$ cat config.mk
export PLATFORM = sky130hd
export DESIGN_NAME = eeprom_mitm_logic_flat
export DESIGN_NICKNAME = d
export VERILOG_FILES = /design/src/rtl/mitm_pkg.sv /design/src/rtl/eeprom_mitm_logic_if.sv /design/src/rtl/mitm_addr_tracker.sv /design/src/rtl/eeprom_mitm_logic.sv /design/src/flat_wrapper.sv
export SDC_FILE = /design/constraint.sdc
export NUM_CORES = 1
export LEC_CHECK = 0
export ABC_CLOCK_PERIOD_IN_PS = 2790
export CAP_MARGIN = 10
export CORE_ASPECT_RATIO = 0.5
export CORE_MARGIN = 3
export CORE_UTILIZATION = 42
export DETAILED_ROUTE_END_ITERATION = 8
export PLACE_DENSITY = 0.83
export SYNTH_ARGS = -nofsm -noshare
export SYNTH_HDL_FRONTEND = slang
export SYNTH_SLANG_ARGS = --single-unit
$ cat constraint.sdc
create_clock -name sys_clk -period 2.79 [get_ports sys_clk]
set_clock_uncertainty 0.2 [all_clocks]
set_input_delay 0.558 -clock sys_clk [delete_from_list [all_inputs] [get_ports sys_clk]]
set_output_delay 0.558 -clock sys_clk [all_outputs]
set_load 0.01 [all_outputs]
$ cat src/rtl/mitm_pkg.sv
// Shared encodings for the EEPROM MITM decision logic: modes, opcodes,
// controller states and the chunk-size width helper.
package mitm_pkg;

  localparam logic [2:0] MODE_FORWARD   = 3'b001;
  localparam logic [2:0] MODE_SUB_ALL   = 3'b010;
  localparam logic [2:0] MODE_SUB_RANGE = 3'b100;

  localparam logic [2:0] OP_READ  = 3'b110;
  localparam logic [2:0] OP_WRITE = 3'b101;

  typedef enum logic [2:0] {
    ST_IDLE,
    ST_INSTR,
    ST_ADDR,
    ST_DATA,
    ST_PASS
  } state_t;

  function automatic int chunk_size_width(input int buf_size);
    return $clog2(buf_size + 1);
  endfunction

endpackage

$ cat src/rtl/eeprom_mitm_logic_if.sv
// Chunk-engine handshake between the MITM decision logic (master) and the
// bus controller (slave).
interface eeprom_mitm_logic_if #(
  parameter int BUF_SIZE   = 9,
  parameter int SIZE_WIDTH = $clog2(BUF_SIZE + 1)
);

  logic                  comm_active;
  logic                  bus_ready;
  logic [BUF_SIZE-1:0]   real_miso_data;
  logic [BUF_SIZE-1:0]   real_mosi_data;
  logic                  cmd_next_chunk;
  logic                  cmd_finish;
  logic [SIZE_WIDTH-1:0] next_chunk_size;
  logic                  fake_miso_select;
  logic                  fake_mosi_select;
  logic [BUF_SIZE-1:0]   fake_miso_data;
  logic [BUF_SIZE-1:0]   fake_mosi_data;

  modport master (
    input  comm_active, bus_ready, real_miso_data, real_mosi_data,
    output cmd_next_chunk, cmd_finish, next_chunk_size,
           fake_miso_select, fake_mosi_select, fake_miso_data, fake_mosi_data
  );

  modport slave (
    output comm_active, bus_ready, real_miso_data, real_mosi_data,
    input  cmd_next_chunk, cmd_finish, next_chunk_size,
           fake_miso_select, fake_mosi_select, fake_miso_data, fake_mosi_data
  );

endinterface

$ cat src/rtl/mitm_addr_tracker.sv
// Current data-word address: load from the address chunk, wrap-around
// increment per burst word, and inclusive window compare.
module mitm_addr_tracker #(
  parameter int ADDR_WIDTH = 9
) (
  input  logic                  sys_clk,
  input  logic                  rst,
  input  logic                  load,
  input  logic                  inc,
  input  logic [ADDR_WIDTH-1:0] load_addr,
  input  logic [ADDR_WIDTH-1:0] match_lo,
  input  logic [ADDR_WIDTH-1:0] match_hi,
  output logic [ADDR_WIDTH-1:0] cur_addr,
  output logic                  load_in_window,
  output logic                  next_in_window
);

  logic [ADDR_WIDTH-1:0] addr_reg;
  logic [ADDR_WIDTH-1:0] addr_next;

  // An inverted window (lo > hi) can never satisfy both bounds.
  function automatic logic in_window(input logic [ADDR_WIDTH-1:0] a,
                                     input logic [ADDR_WIDTH-1:0] lo,
                                     input logic [ADDR_WIDTH-1:0] hi);
    return (a >= lo) && (a <= hi);
  endfunction

  assign addr_next      = addr_reg + 1'b1;
  assign load_in_window = in_window(load_addr, match_lo, match_hi);
  assign next_in_window = in_window(addr_next, match_lo, match_hi);
  assign cur_addr       = addr_reg;

  always_ff @(posedge sys_clk or negedge rst) begin
    if (!rst) begin
      addr_reg <= '0;
    end else if (load) begin
      addr_reg <= load_addr;
    end else if (inc) begin
      addr_reg <= addr_next;
    end
  end

endmodule

$ cat src/rtl/eeprom_mitm_logic.sv
// MITM decision logic: walks instruction/address/data chunks through the bus
// controller, substitutes MISO on matching read words, then hands back control.
module eeprom_mitm_logic
  import mitm_pkg::*;
#(
  parameter int INSTR_WIDTH = 3,
  parameter int ADDR_WIDTH  = 9,
  parameter int DATA_WIDTH  = 8,
  parameter int BUF_SIZE    = 9,
  parameter int CNT_WIDTH   = 16
) (
  input  logic                  sys_clk,
  input  logic                  rst,
  eeprom_mitm_logic_if.master   bus,
  input  logic [2:0]            mode_select,
  input  logic [ADDR_WIDTH-1:0] match_lo,
  input  logic [ADDR_WIDTH-1:0] match_hi,
  input  logic [DATA_WIDTH-1:0] sub_data,
  output logic [CNT_WIDTH-1:0]  sub_count,
  output logic [ADDR_WIDTH-1:0] cur_addr
);

  localparam int SIZE_W = chunk_size_width(BUF_SIZE);

  state_t              state_reg;
  logic [2:0]          mode_reg;
  logic                seen_low_reg;
  logic                cmd_next_reg;
  logic                cmd_finish_reg;
  logic [SIZE_W-1:0]   size_reg;
  logic                sel_reg;
  logic [BUF_SIZE-1:0] fdata_reg;
  logic [CNT_WIDTH-1:0] count_reg;

  logic chunk_done;
  logic addr_load;
  logic addr_inc;
  logic load_in_window;
  logic next_in_window;
  logic sub_all;
  logic sub_range;
  logic match_first;
  logic match_next;
  logic [BUF_SIZE-1:0] sub_word;

  assign chunk_done  = seen_low_reg && bus.bus_ready;
  assign addr_load   = (state_reg == ST_ADDR) && bus.comm_active && chunk_done;
  assign addr_inc    = (state_reg == ST_DATA) && bus.comm_active && chunk_done;
  assign sub_all     = (mode_reg == MODE_SUB_ALL);
  assign sub_range   = (mode_reg == MODE_SUB_RANGE);
  assign match_first = sub_all || (sub_range && load_in_window);
  assign match_next  = sub_all || (sub_range && next_in_window);
  assign sub_word    = BUF_SIZE'(sub_data);

  mitm_addr_tracker #(
    .ADDR_WIDTH (ADDR_WIDTH)
  ) u_addr_tracker (
    .sys_clk        (sys_clk),
    .rst            (rst),
    .load           (addr_load),
    .inc            (addr_inc),
    .load_addr      (bus.real_mosi_data[ADDR_WIDTH-1:0]),
    .match_lo       (match_lo),
    .match_hi       (match_hi),
    .cur_addr       (cur_addr),
    .load_in_window (load_in_window),
    .next_in_window (next_in_window)
  );

  always_ff @(posedge sys_clk or negedge rst) begin
    if (!rst) begin
      state_reg      <= ST_IDLE;
      mode_reg       <= '0;
      seen_low_reg   <= 1'b0;
      cmd_next_reg   <= 1'b0;
      cmd_finish_reg <= 1'b0;
      size_reg       <= '0;
      sel_reg        <= 1'b0;
      fdata_reg      <= '0;
      count_reg      <= '0;
    end else begin
      cmd_next_reg   <= 1'b0;
      cmd_finish_reg <= 1'b0;
      // Wait phase: a chunk is done only once bus_ready has dipped low.
      if (!bus.bus_ready) begin
        seen_low_reg <= 1'b1;
      end
      if (state_reg == ST_IDLE) begin
        if (bus.comm_active && bus.bus_ready) begin
          mode_reg     <= mode_select;
          cmd_next_reg <= 1'b1;
          size_reg     <= SIZE_W'(INSTR_WIDTH);
          seen_low_reg <= 1'b0;
          state_reg    <= ST_INSTR;
        end
      end else if (!bus.comm_active) begin
        state_reg <= ST_IDLE;
        sel_reg   <= 1'b0;
        fdata_reg <= '0;
      end else if (chunk_done && state_reg != ST_PASS) begin
        case (state_reg)
          ST_INSTR: begin
            if (bus.real_mosi_data[INSTR_WIDTH-1:0] == INSTR_WIDTH'(OP_READ)) begin
              cmd_next_reg <= 1'b1;
              size_reg     <= SIZE_W'(ADDR_WIDTH);
              seen_low_reg <= 1'b0;
              state_reg    <= ST_ADDR;
            end else begin
              cmd_finish_reg <= 1'b1;
              state_reg      <= ST_PASS;
            end
          end
          ST_ADDR: begin
            if (sub_all || sub_range) begin
              cmd_next_reg <= 1'b1;
              size_reg     <= SIZE_W'(DATA_WIDTH);
              seen_low_reg <= 1'b0;
              sel_reg      <= match_first;
              fdata_reg    <= match_first ? sub_word : '0;
              state_reg    <= ST_DATA;
            end else begin
              cmd_finish_reg <= 1'b1;
              state_reg      <= ST_PASS;
            end
          end
          ST_DATA: begin
            if (sel_reg && (count_reg != {CNT_WIDTH{1'b1}})) begin
              count_reg <= count_reg + 1'b1;
            end
            cmd_next_reg <= 1'b1;
            size_reg     <= SIZE_W'(DATA_WIDTH);
            seen_low_reg <= 1'b0;
            sel_reg      <= match_next;
            fdata_reg    <= match_next ? sub_word : '0;
          end
          default: state_reg <= ST_IDLE;
        endcase
      end
    end
  end

  assign bus.cmd_next_chunk   = cmd_next_reg;
  assign bus.cmd_finish       = cmd_finish_reg;
  assign bus.next_chunk_size  = size_reg;
  assign bus.fake_miso_select = sel_reg;
  assign bus.fake_miso_data   = fdata_reg;
  assign bus.fake_mosi_select = 1'b0;
  assign bus.fake_mosi_data   = '0;
  assign sub_count            = count_reg;

endmodule

$ cat src/flat_wrapper.sv
// flat-port wrapper written by rule: the top's interface ports become plain ports
module eeprom_mitm_logic_flat import mitm_pkg::*;
#(
  parameter int INSTR_WIDTH = 3,
  parameter int ADDR_WIDTH  = 9,
  parameter int DATA_WIDTH  = 8,
  parameter int BUF_SIZE    = 9,
  parameter int CNT_WIDTH   = 16
)
  (sys_clk, rst, mode_select, match_lo, match_hi, sub_data, sub_count, cur_addr, bus_comm_active, bus_bus_ready, bus_real_miso_data, bus_real_mosi_data, bus_cmd_next_chunk, bus_cmd_finish, bus_next_chunk_size, bus_fake_miso_select, bus_fake_mosi_select, bus_fake_miso_data, bus_fake_mosi_data);
  eeprom_mitm_logic_if #(.BUF_SIZE(BUF_SIZE)) bus_i ();
  input  logic sys_clk;
  input  logic rst;
  input  logic [2:0] mode_select;
  input  logic [ADDR_WIDTH-1:0] match_lo;
  input  logic [ADDR_WIDTH-1:0] match_hi;
  input  logic [DATA_WIDTH-1:0] sub_data;
  output logic [CNT_WIDTH-1:0] sub_count;
  output logic [ADDR_WIDTH-1:0] cur_addr;
  input wire logic [$bits(bus_i.comm_active)-1:0] bus_comm_active;
  input wire logic [$bits(bus_i.bus_ready)-1:0] bus_bus_ready;
  input wire logic [$bits(bus_i.real_miso_data)-1:0] bus_real_miso_data;
  input wire logic [$bits(bus_i.real_mosi_data)-1:0] bus_real_mosi_data;
  output wire logic [$bits(bus_i.cmd_next_chunk)-1:0] bus_cmd_next_chunk;
  output wire logic [$bits(bus_i.cmd_finish)-1:0] bus_cmd_finish;
  output wire logic [$bits(bus_i.next_chunk_size)-1:0] bus_next_chunk_size;
  output wire logic [$bits(bus_i.fake_miso_select)-1:0] bus_fake_miso_select;
  output wire logic [$bits(bus_i.fake_mosi_select)-1:0] bus_fake_mosi_select;
  output wire logic [$bits(bus_i.fake_miso_data)-1:0] bus_fake_miso_data;
  output wire logic [$bits(bus_i.fake_mosi_data)-1:0] bus_fake_mosi_data;
  assign bus_i.comm_active = bus_comm_active;
  assign bus_i.bus_ready = bus_bus_ready;
  assign bus_i.real_miso_data = bus_real_miso_data;
  assign bus_i.real_mosi_data = bus_real_mosi_data;
  assign bus_cmd_next_chunk = bus_i.cmd_next_chunk;
  assign bus_cmd_finish = bus_i.cmd_finish;
  assign bus_next_chunk_size = bus_i.next_chunk_size;
  assign bus_fake_miso_select = bus_i.fake_miso_select;
  assign bus_fake_mosi_select = bus_i.fake_mosi_select;
  assign bus_fake_miso_data = bus_i.fake_miso_data;
  assign bus_fake_mosi_data = bus_i.fake_mosi_data;
  eeprom_mitm_logic #(.INSTR_WIDTH(INSTR_WIDTH), .ADDR_WIDTH(ADDR_WIDTH), .DATA_WIDTH(DATA_WIDTH), .BUF_SIZE(BUF_SIZE), .CNT_WIDTH(CNT_WIDTH)) u_core (.sys_clk(sys_clk), .rst(rst), .bus(bus_i), .mode_select(mode_select), .match_lo(match_lo), .match_hi(match_hi), .sub_data(sub_data), .sub_count(sub_count), .cur_addr(cur_addr));
endmodule
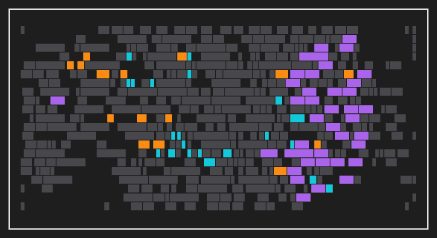
*Gate-type map*
| family | color | cells |
|---|---|---|
| fa/ha/maj cells | purple | 38 |
| and/or cells | orange | 15 |
| nor cells | cyan | 21 |
dominant logic cell type in the layout: clkdlybuf4s50_1
combinational share of cell area: 42.8%
non-filler instance count after layout: 537

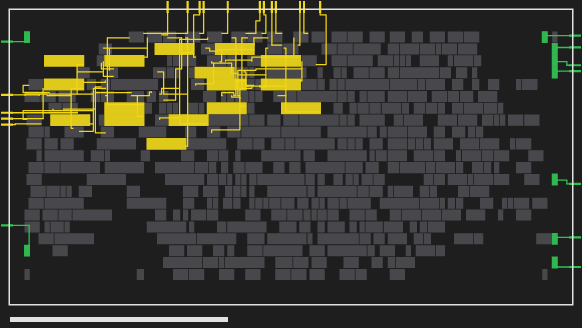
*I/O nets highlighted*
Scale bar: 50 um.
| port | color | direction | edge | end cells | buffers | wire |
|---|---|---|---|---|---|---|
| bus_fake_mosi_data | green | output | 7 east, 2 west | 9 | 0 | 39.4 um |
| sub_count | yellow | output | 12 north, 4 west | 16 | 16 | 658 um |

==> reports/qor.yml <==
power:
  p_seq_share_pct: 34.9
  power_density_mw_per_mm2: 522
  switchingPower_uw: 732
  internal_power_mw: 1.65
  powerClk_uw: 762
  power.group.top: "registers"
  pwr-share-clk_pct: 31.9
die:
  die_w_um: 129
yosys:
  yosysWarnings: 0
  yosys.area.top_type: "dfrtp_1"
  synth_top_area_share_pct: 36.3
global_route:
  antenna_found_initial: 0
  grt_max_degree: 25
setup_path:
  worstPathMaxFanout: 4
  path_class: "reg -> reg"
  reg2reg_depth: 12
  end_kind: "register"
  critical_path_arrival_ns: 2.94
timing:
  finalSetupViolCount: 9
  tightest_slew_ns: 0.757
  min_period_ns: 2.93
  max_freq_mhz: 342
  rsz0062_at_grt: "yes"
  worst_slack_ns: -0.137
finish:
  final.fill_count: 524
  nets: 533
clocking:
  cts.sink_count: 46
route:
  routed_via_density: 5.27
run_status:
  outcome: "complete, but fails checks"
  violations: "setup timing"
flow_run:
  max_cap_viol_count: 0
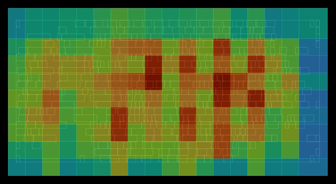
*Track usage over the die*
drt wl/cell: 15.7 um
GR peak layer: met2
fin util: 65.3%
met1 Resource Use GR: 26.1%
grt met3 use: 3.40%

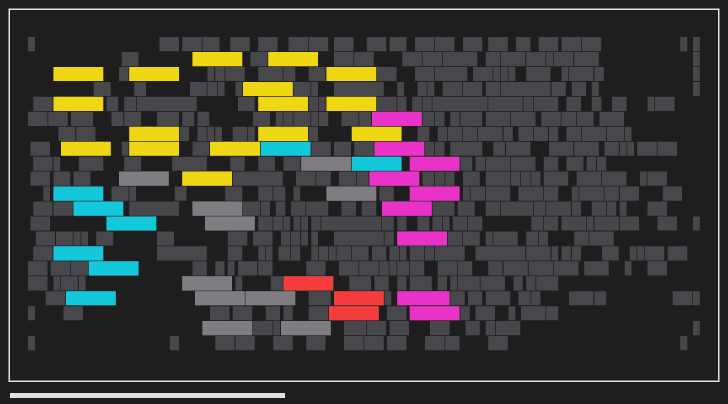
*Where the registers sit*
Scale bar: 50 um.
| name in the netlist | color | placed flops |
|---|---|---|
| u_core.sub_count | yellow | 16 |
| u_core.u_addr_tracker.cur_addr | magenta | 9 |
| u_core.bus.fake_miso_data | cyan | 8 |
| u_core.mode_reg | red | 3 |
not colored: 10
Power Sequential: 832 uW
register area: 0.00115 mm^2

cell families after synthesis:
group	Yosys count
XOR/XNOR	23
AND/OR/NAND/NOR	95
AND-OR/OR-AND	74
buffers and inverters	43
multiplexers	11
flip-flops	46
other	1
adder cells (fa/ha/maj)	38
timing repair:
action,in CTS,in global routing
pin swaps,9,8
gates resized,10,8
gates cloned,1,0
hold buffers,0,0
setup endpoints to repair,9,9
setup buffers,1,3
hold endpoints to repair,0,0
metrics by stage:
step / util (%) / worst slack, ns / setup TNS (ns) / power [mW] / hold slack, ns
2_1_floorplan: - / 0.0191 / 0 / 1.26 / 0.0624
3_3_place_gp: 60.4 / -0.163 / -1.44 / 1.53 / 0.272
3_5_place_dp: 60.4 / -0.192 / -1.65 / 1.54 / 0.274
4_1_cts: 64.0 / 0.0105 / 0 / 2.35 / 0.0692
5_1_grt: 65.3 / -0.304 / -2.50 / 2.51 / 0.0844
6_report: 65.3 / -0.137 / -1.13 / 2.38 / 0.0394
cell type report:
| cell class | count | area (um^2) | area share (%) |
|---|---|---|---|
| multi-input cells | 253 | 1960 | 42.8 |
| flip-flops and latches | 46 | 1150 | 25.2 |
| repair buffers | 115 | 1060 | 23.3 |
| clock buffers | 5 | 125 | 2.74 |
| well taps | 92 | 115 | 2.52 |
| inverters | 23 | 86.3 | 1.89 |
| clock inverters | 3 | 68.8 | 1.51 |
layer usage:
layer  share of wire (%)  vias to the layer above
li1                    -                     1394
met5                   0                        -
met3                 6.3                       13
met2                  46                      101
met1                  46                     1322
met4                 1.5                        0
worst reg2reg max path, cell delays in order, from the launching register on:
cell and delay [ns]:
dfrtp_1 0.38, nand3_1 0.15, nor2_2 0.16, nand3_1 0.14, xnor2_2 0.33, ha_4 0.27
a21o_1 0.19, a211oi_2 0.27, o21ai_1 0.11, o21ai_1 0.19, a32oi_2 0.14, buf_4 0.21
o2bb2ai_1 0.13
synthesized netlist by cell type (all sizes together):
master	n
a31oi	1
and4b	2
a21o	3
or3	1
o21a	2
mux2i	4
o21ai	22
a221oi	1
a32oi	1
a21oi	15
xor2	11
a31o	1
dfrtp	46
xnor2	12
nand4	6
buf	15
a21boi	1
o22ai	6
o21bai	1
clkbuf	5
nor4	1
and2	3
a21bo	1
nor3b	1
o2bb2ai	10
o211ai	2
nand2b	4
nand3	23
nor2	14
and3	6
inv	23
a41oi	1
nor2b	3
mux2	7
a2111oi	1
o211a	1
nand2	23
ha	38
and4	3
nand3b	3
conb	1
nor3	2
a211oi	4
how the worst max path moves through the flow:
stage / startpoint / endpoint / slack [ns] / cells past startpoint
2_1_floorplan: u_core.u_addr_tracker.cur_addr[1] / u_core.bus.fake_miso_data[0] / 0.02 / 11
3_3_place_gp: bus_real_mosi_data[0] / u_core.bus.fake_miso_data[1] / -0.16 / 9
3_5_place_dp: bus_real_mosi_data[0] / u_core.bus.fake_miso_data[4] / -0.19 / 9
4_1_cts: bus_real_mosi_data[0] / u_core.bus.fake_miso_data[7] / 0.01 / 9
5_1_grt: u_core.u_addr_tracker.cur_addr[1] / u_core.bus.fake_miso_select / -0.30 / 12
6_report: u_core.u_addr_tracker.cur_addr[1] / u_core.bus.fake_miso_data[7] / -0.14 / 12
Power is estimated from default activity; no workload was simulated.
